**Signal wires on met1**

Cells faint in the background.
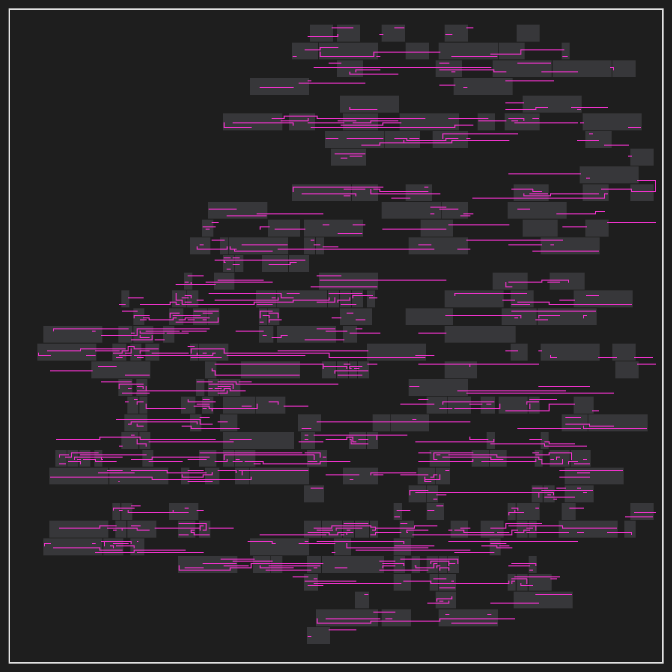
**M2 wires**

Scale bar: 20 um.
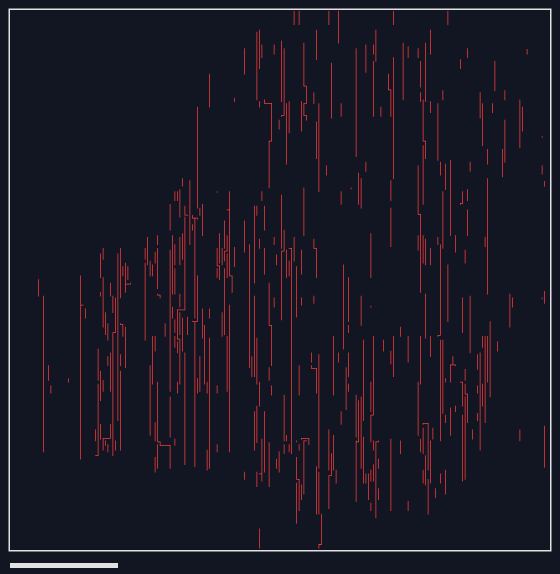
**The metal 3 layer**

Scale bar: 20 um.
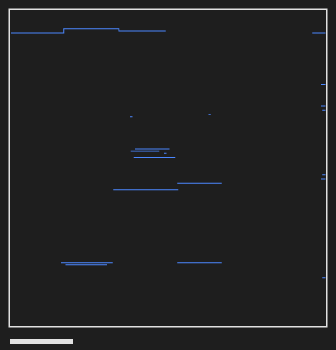
**Routed metal per tile**

Scale bar: 20 um. The die is cut into 20 by 20 equal tiles; dark purple is low, yellow is high, scaled to the fullest tile. Values are wire area over tile area, all layers added.
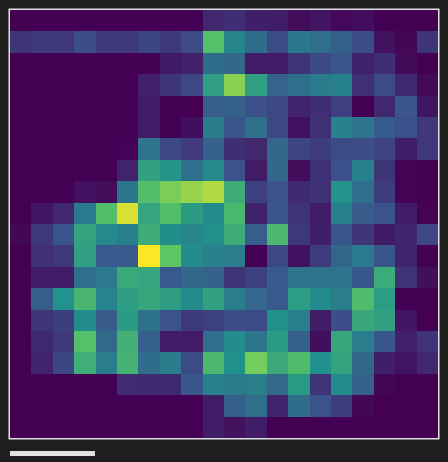
**config.mk**
```make
export PLATFORM = sky130hd
export DESIGN_NAME = temp_sampler
export DESIGN_NICKNAME = d
export VERILOG_FILES = /design/src/rtl/temp_sampler_pkg.sv /design/src/rtl/temp_avg4.sv /design/src/rtl/temp_sampler.sv
export SDC_FILE = /design/constraint.sdc
export NUM_CORES = 1
export LEC_CHECK = 0
export CAP_MARGIN = 20
export CORE_MARGIN = 1
export CORE_UTILIZATION = 25
export CTS_BUF_LIST = sky130_fd_sc_hd__clkbuf_8
export DETAILED_ROUTE_END_ITERATION = 8
export PLACE_DENSITY_LB_ADDON = 0.1
export SYNTH_ARGS = -nofsm -noshare
export SYNTH_HDL_FRONTEND = slang
export SYNTH_SLANG_ARGS = --single-unit
```
**constraint.sdc**
```tcl
create_clock -name clk -period 2.51 [get_ports clk]
set_clock_uncertainty 0.1 [all_clocks]
set_input_delay 0.502 -clock clk [delete_from_list [all_inputs] [get_ports clk]]
set_output_delay 0.502 -clock clk [all_outputs]
set_load 0.02 [all_outputs]
```
**src/rtl/temp_sampler_pkg.sv**
```systemverilog
// Shared definitions for the serial temperature sampler: FSM encoding and sensor frame layout.
// A frame is a 4-bit header followed by an 8-bit temperature, MSB first.
package defs;

    typedef enum logic [2:0] {
        IDLE,
        START,
        SHIFT,
        DONE,
        GAP
    } SAMP_STATE;

    localparam logic [3:0] SENSOR_HDR        = 4'hA;
    localparam int         SENSOR_FRAME_BITS = 12;
    localparam int         SENSOR_DATA_BITS  = 8;
    localparam int         SHIFT_HALVES      = 2 * SENSOR_FRAME_BITS;

    function automatic logic hdr_ok(input logic [SENSOR_FRAME_BITS-1:0] frame);
        return frame[SENSOR_FRAME_BITS-1:SENSOR_DATA_BITS] == SENSOR_HDR;
    endfunction

endpackage

```
**src/rtl/temp_avg4.sv**
```systemverilog
// 4-tap moving average of accepted samples; avg_dat_o follows the history registers with no extra delay.
// The first sample after reset fills the whole window so the average starts at that sample.
module temp_avg4 #(
    parameter type DTYPE = logic [7:0]
) (
    input  logic clk,
    input  logic reset,
    input  logic sample_vld_i,
    input  DTYPE sample_dat_i,
    output DTYPE avg_dat_o
);

    localparam int W  = $bits(DTYPE);
    localparam int SW = W + 2;

    DTYPE           hist_q [4];
    DTYPE           hist_d [4];
    logic           primed_q;
    logic           primed_d;
    logic [SW-1:0]  sum_dat;

    always_comb begin
        for (int i = 0; i < 4; i++) begin
            hist_d[i] = hist_q[i];
        end
        primed_d = primed_q;
        if (sample_vld_i) begin
            primed_d  = 1'b1;
            hist_d[0] = sample_dat_i;
            for (int i = 1; i < 4; i++) begin
                hist_d[i] = primed_q ? hist_q[i-1] : sample_dat_i;
            end
        end
    end

    always_ff @(posedge clk or negedge reset) begin
        if (!reset) begin
            for (int i = 0; i < 4; i++) begin
                hist_q[i] <= '0;
            end
            primed_q <= 1'b0;
        end else begin
            for (int i = 0; i < 4; i++) begin
                hist_q[i] <= hist_d[i];
            end
            primed_q <= primed_d;
        end
    end

    assign sum_dat   = SW'(hist_q[0]) + SW'(hist_q[1]) + SW'(hist_q[2]) + SW'(hist_q[3]);
    assign avg_dat_o = DTYPE'(sum_dat >> 2);

endmodule

```
**src/rtl/temp_sampler.sv**
```systemverilog
// Polls a serial temperature sensor continuously; temp/tick update on the edge entering DONE, err flags bad headers.
// Define TEMP_FILTER_EN to report a 4-tap moving average instead of the raw sample.
module temp_sampler
    import defs::*;
#(
    parameter int  CLK_DIV    = 4,
    parameter int  SAMPLE_GAP = 16,
    parameter type DTYPE      = logic [7:0]
) (
    input  logic clk,
    input  logic reset,
    input  logic enable,
    input  logic sdata,
    output logic sclk,
    output logic cs_n,
    output DTYPE temp,
    output logic tick,
    output logic err
);

    localparam logic [15:0] DIV_LAST  = 16'(CLK_DIV - 1);
    localparam logic [15:0] GAP_LAST  = 16'(SAMPLE_GAP - 1);
    localparam logic [4:0]  HALF_LAST = 5'(SHIFT_HALVES - 1);

    SAMP_STATE                      state_q, state_d;
    logic [15:0]                    cnt_q, cnt_d;
    logic [4:0]                     half_q, half_d;
    logic                           sclk_q, sclk_d;
    logic [SENSOR_FRAME_BITS-1:0]   shreg_q, shreg_d;
    logic                           tick_q, tick_d;
    logic                           err_q, err_d;
    logic                           rise;
    logic                           frame_end;
    logic                           accept;

    always_comb begin
        state_d   = state_q;
        cnt_d     = cnt_q;
        half_d    = half_q;
        sclk_d    = sclk_q;
        shreg_d   = shreg_q;
        rise      = 1'b0;
        frame_end = 1'b0;

        case (state_q)
            IDLE: begin
                if (enable) begin
                    state_d = START;
                    cnt_d   = '0;
                end
            end
            START: begin
                if (cnt_q == DIV_LAST) begin
                    state_d = SHIFT;
                    cnt_d   = '0;
                    half_d  = '0;
                    sclk_d  = 1'b1;
                    rise    = 1'b1;
                end else begin
                    cnt_d = cnt_q + 16'd1;
                end
            end
            SHIFT: begin
                if (cnt_q == DIV_LAST) begin
                    cnt_d = '0;
                    if (half_q == HALF_LAST) begin
                        // last half-period is low, so sclk is already 0 here
                        state_d   = DONE;
                        sclk_d    = 1'b0;
                        frame_end = 1'b1;
                    end else begin
                        half_d = half_q + 5'd1;
                        sclk_d = ~sclk_q;
                        rise   = ~sclk_q;
                    end
                end else begin
                    cnt_d = cnt_q + 16'd1;
                end
            end
            DONE: begin
                state_d = GAP;
                cnt_d   = '0;
            end
            GAP: begin
                if (cnt_q == GAP_LAST) begin
                    cnt_d   = '0;
                    state_d = enable ? START : IDLE;
                end else begin
                    cnt_d = cnt_q + 16'd1;
                end
            end
            default: begin
                state_d = IDLE;
            end
        endcase

        if (rise) begin
            shreg_d = {shreg_q[SENSOR_FRAME_BITS-2:0], sdata};
        end

        accept = frame_end && hdr_ok(shreg_q);
        tick_d = accept;
        err_d  = frame_end && !hdr_ok(shreg_q);
    end

    always_ff @(posedge clk or negedge reset) begin
        if (!reset) begin
            state_q <= IDLE;
            cnt_q   <= '0;
            half_q  <= '0;
            sclk_q  <= 1'b0;
            shreg_q <= '0;
            tick_q  <= 1'b0;
            err_q   <= 1'b0;
        end else begin
            state_q <= state_d;
            cnt_q   <= cnt_d;
            half_q  <= half_d;
            sclk_q  <= sclk_d;
            shreg_q <= shreg_d;
            tick_q  <= tick_d;
            err_q   <= err_d;
        end
    end

`ifdef TEMP_FILTER_EN
    DTYPE avg_dat;

    temp_avg4 #(
        .DTYPE (DTYPE)
    ) u_avg (
        .clk          (clk),
        .reset        (reset),
        .sample_vld_i (accept),
        .sample_dat_i (DTYPE'(shreg_q[SENSOR_DATA_BITS-1:0])),
        .avg_dat_o    (avg_dat)
    );

    assign temp = avg_dat;
`else
    DTYPE temp_q, temp_d;

    always_comb begin
        temp_d = temp_q;
        if (accept) begin
            temp_d = DTYPE'(shreg_q[SENSOR_DATA_BITS-1:0]);
        end
    end

    always_ff @(posedge clk or negedge reset) begin
        if (!reset) begin
            temp_q <= '0;
        end else begin
            temp_q <= temp_d;
        end
    end

    assign temp = temp_q;
`endif

    assign cs_n = !(state_q == START || state_q == SHIFT);
    assign sclk = sclk_q;
    assign tick = tick_q;
    assign err  = err_q;

endmodule

```
==> flow_summary.yaml <==
# synthesis and place-and-route metrics
clocking:
  ctsResizeCount: 2
  numClockSinks: 47
  cts_root_buffer: "clkbuf_8"
  clockBufferDepth: 2
  path_clk_slew_ns: 0.10
  clock_latency_ns: 0.31
global_routing:
  antenna_found_initial: 0
  grtUsageMet1_pct: 15.3
  gr-usage-met2_pct: 16.5
  grtUsageMet3_pct: 2.51
  grt_busiest_layer: "met2"
  grt_pass1_wl_mm: 8.48
detailed_routing:
  ant_nets: 0
  first_pass_iters: 4
  wl_met1_mm: 2.59
  wl_mm: 5.08
  vias_per_cell: 4.62
  wl_per_cell_um: 13.9
  drt_iter0_drc: 57
cells_and_area:
  final-clk-cell-share_pct: 4.86
  inverters: 6
  comb_cells: 148
  largest_register_ffs: 16
  nNonClkBuffers: 29
  comb_share_pct: 38.6
  lay_top_count: "dfrtp_1"
  regMostFlops: "cnt_q"
  comb_area_um2: 1110
  final-nonclk-buf-share_pct: 9.28
  final_area_um2: 2880
critical_path:
  cp.arrival_ns: 2.34
  rrSetupSlack_ns: 0.23
  critical_path_class: "reg -> reg"
  crit_start: "cnt_q[0]$_DFFE_PN0P_"
  crit_buf_inv: 1
  reg2reg_depth: 7
  critPathTopFamily: "simple AND/OR/NAND/NOR gates"
  endpoint: "cnt_q[14]$_DFFE_PN0P_"
  r2r-start: "cnt_q[0]$_DFFE_PN0P_"
  worstPathMaxFanout: 15
  crit_path_max_incr_delay_ns: 0.41
  cp-start-kind: "flip-flop"
floorplanning:
  fp.dieH_um: 100
  fp.dieW_um: 100
  fp-row-count: 35
  fp_util_pct: 25.9
timing:
  rsz0062_at_grt: "no"
  worst_slack_ns: 0.227
  worst_pin_slew_ns: 0.751
  max_freq_mhz: 438
  maxSlewHeadroom_pct: 49.9
  final_max_slew_viol_count: 0
  tns_ns: 0
synth:
  top_cell: "dfrtp_1"
  synthAdderAreaFrac_pct: 1.04
  ys.warnings.count: 0
  syn_area_per_cell_um2: 11.4
  topCellsByArea: "dfrtp_1, mux2_4, mux2_2, buf_6, nand3_1"
  yosys_most_used_dff: "dfrtp_1"
  synthArstFlopShare_pct: 100
  synth_chip_area_um2: 2410
  ys_cells: 211
  ys_seq_share_pct: 48.9
  mux_area_share_pct: 12.6
  fp_nets: 217
hold_path:
  hold_path.class: "reg -> reg"
  min-delay-start: "shreg_q[11]$_DFFE_PN0P_"
power:
  p_seq_share_pct: 40.2
  p_switching_uw: 856
  power_leader: "sequential cells"
  swShare_pct: 34.8
  powerDensity_nw_per_um2: 854
  powerComb_uw: 778
  power.share.combinational_pct: 31.6
  power.leakage_nw: 1.28
  p_int_mw: 1.61
  ir_drop_mv: 0.355
flow_run:
  openroad.warnings: 26
  cap_violations: 0
placement:
  hpwl_mm: 3.50
  port_buffers: 15
run_status:
  status: "completed"
About 'signal wires on met1':
nets with wire on the layer	225
wire length on this layer	2590 um
longest straight run	27.1 um

About 'M2 wires':
main direction	vertical
share of all routed wire	44%
wire length on this layer	2240 um

About 'the metal 3 layer':
nets with wire on the layer	15
wire length on this layer	170 um
share of all routed wire	3.3%

About 'routed metal per tile':
fullest tile	0.35
densest ninth of the die	centre
emptiest ninth of the die	north-west
nearly empty tiles	28%
mean over tiles	0.078

Power and IR drop assume default switching activity.
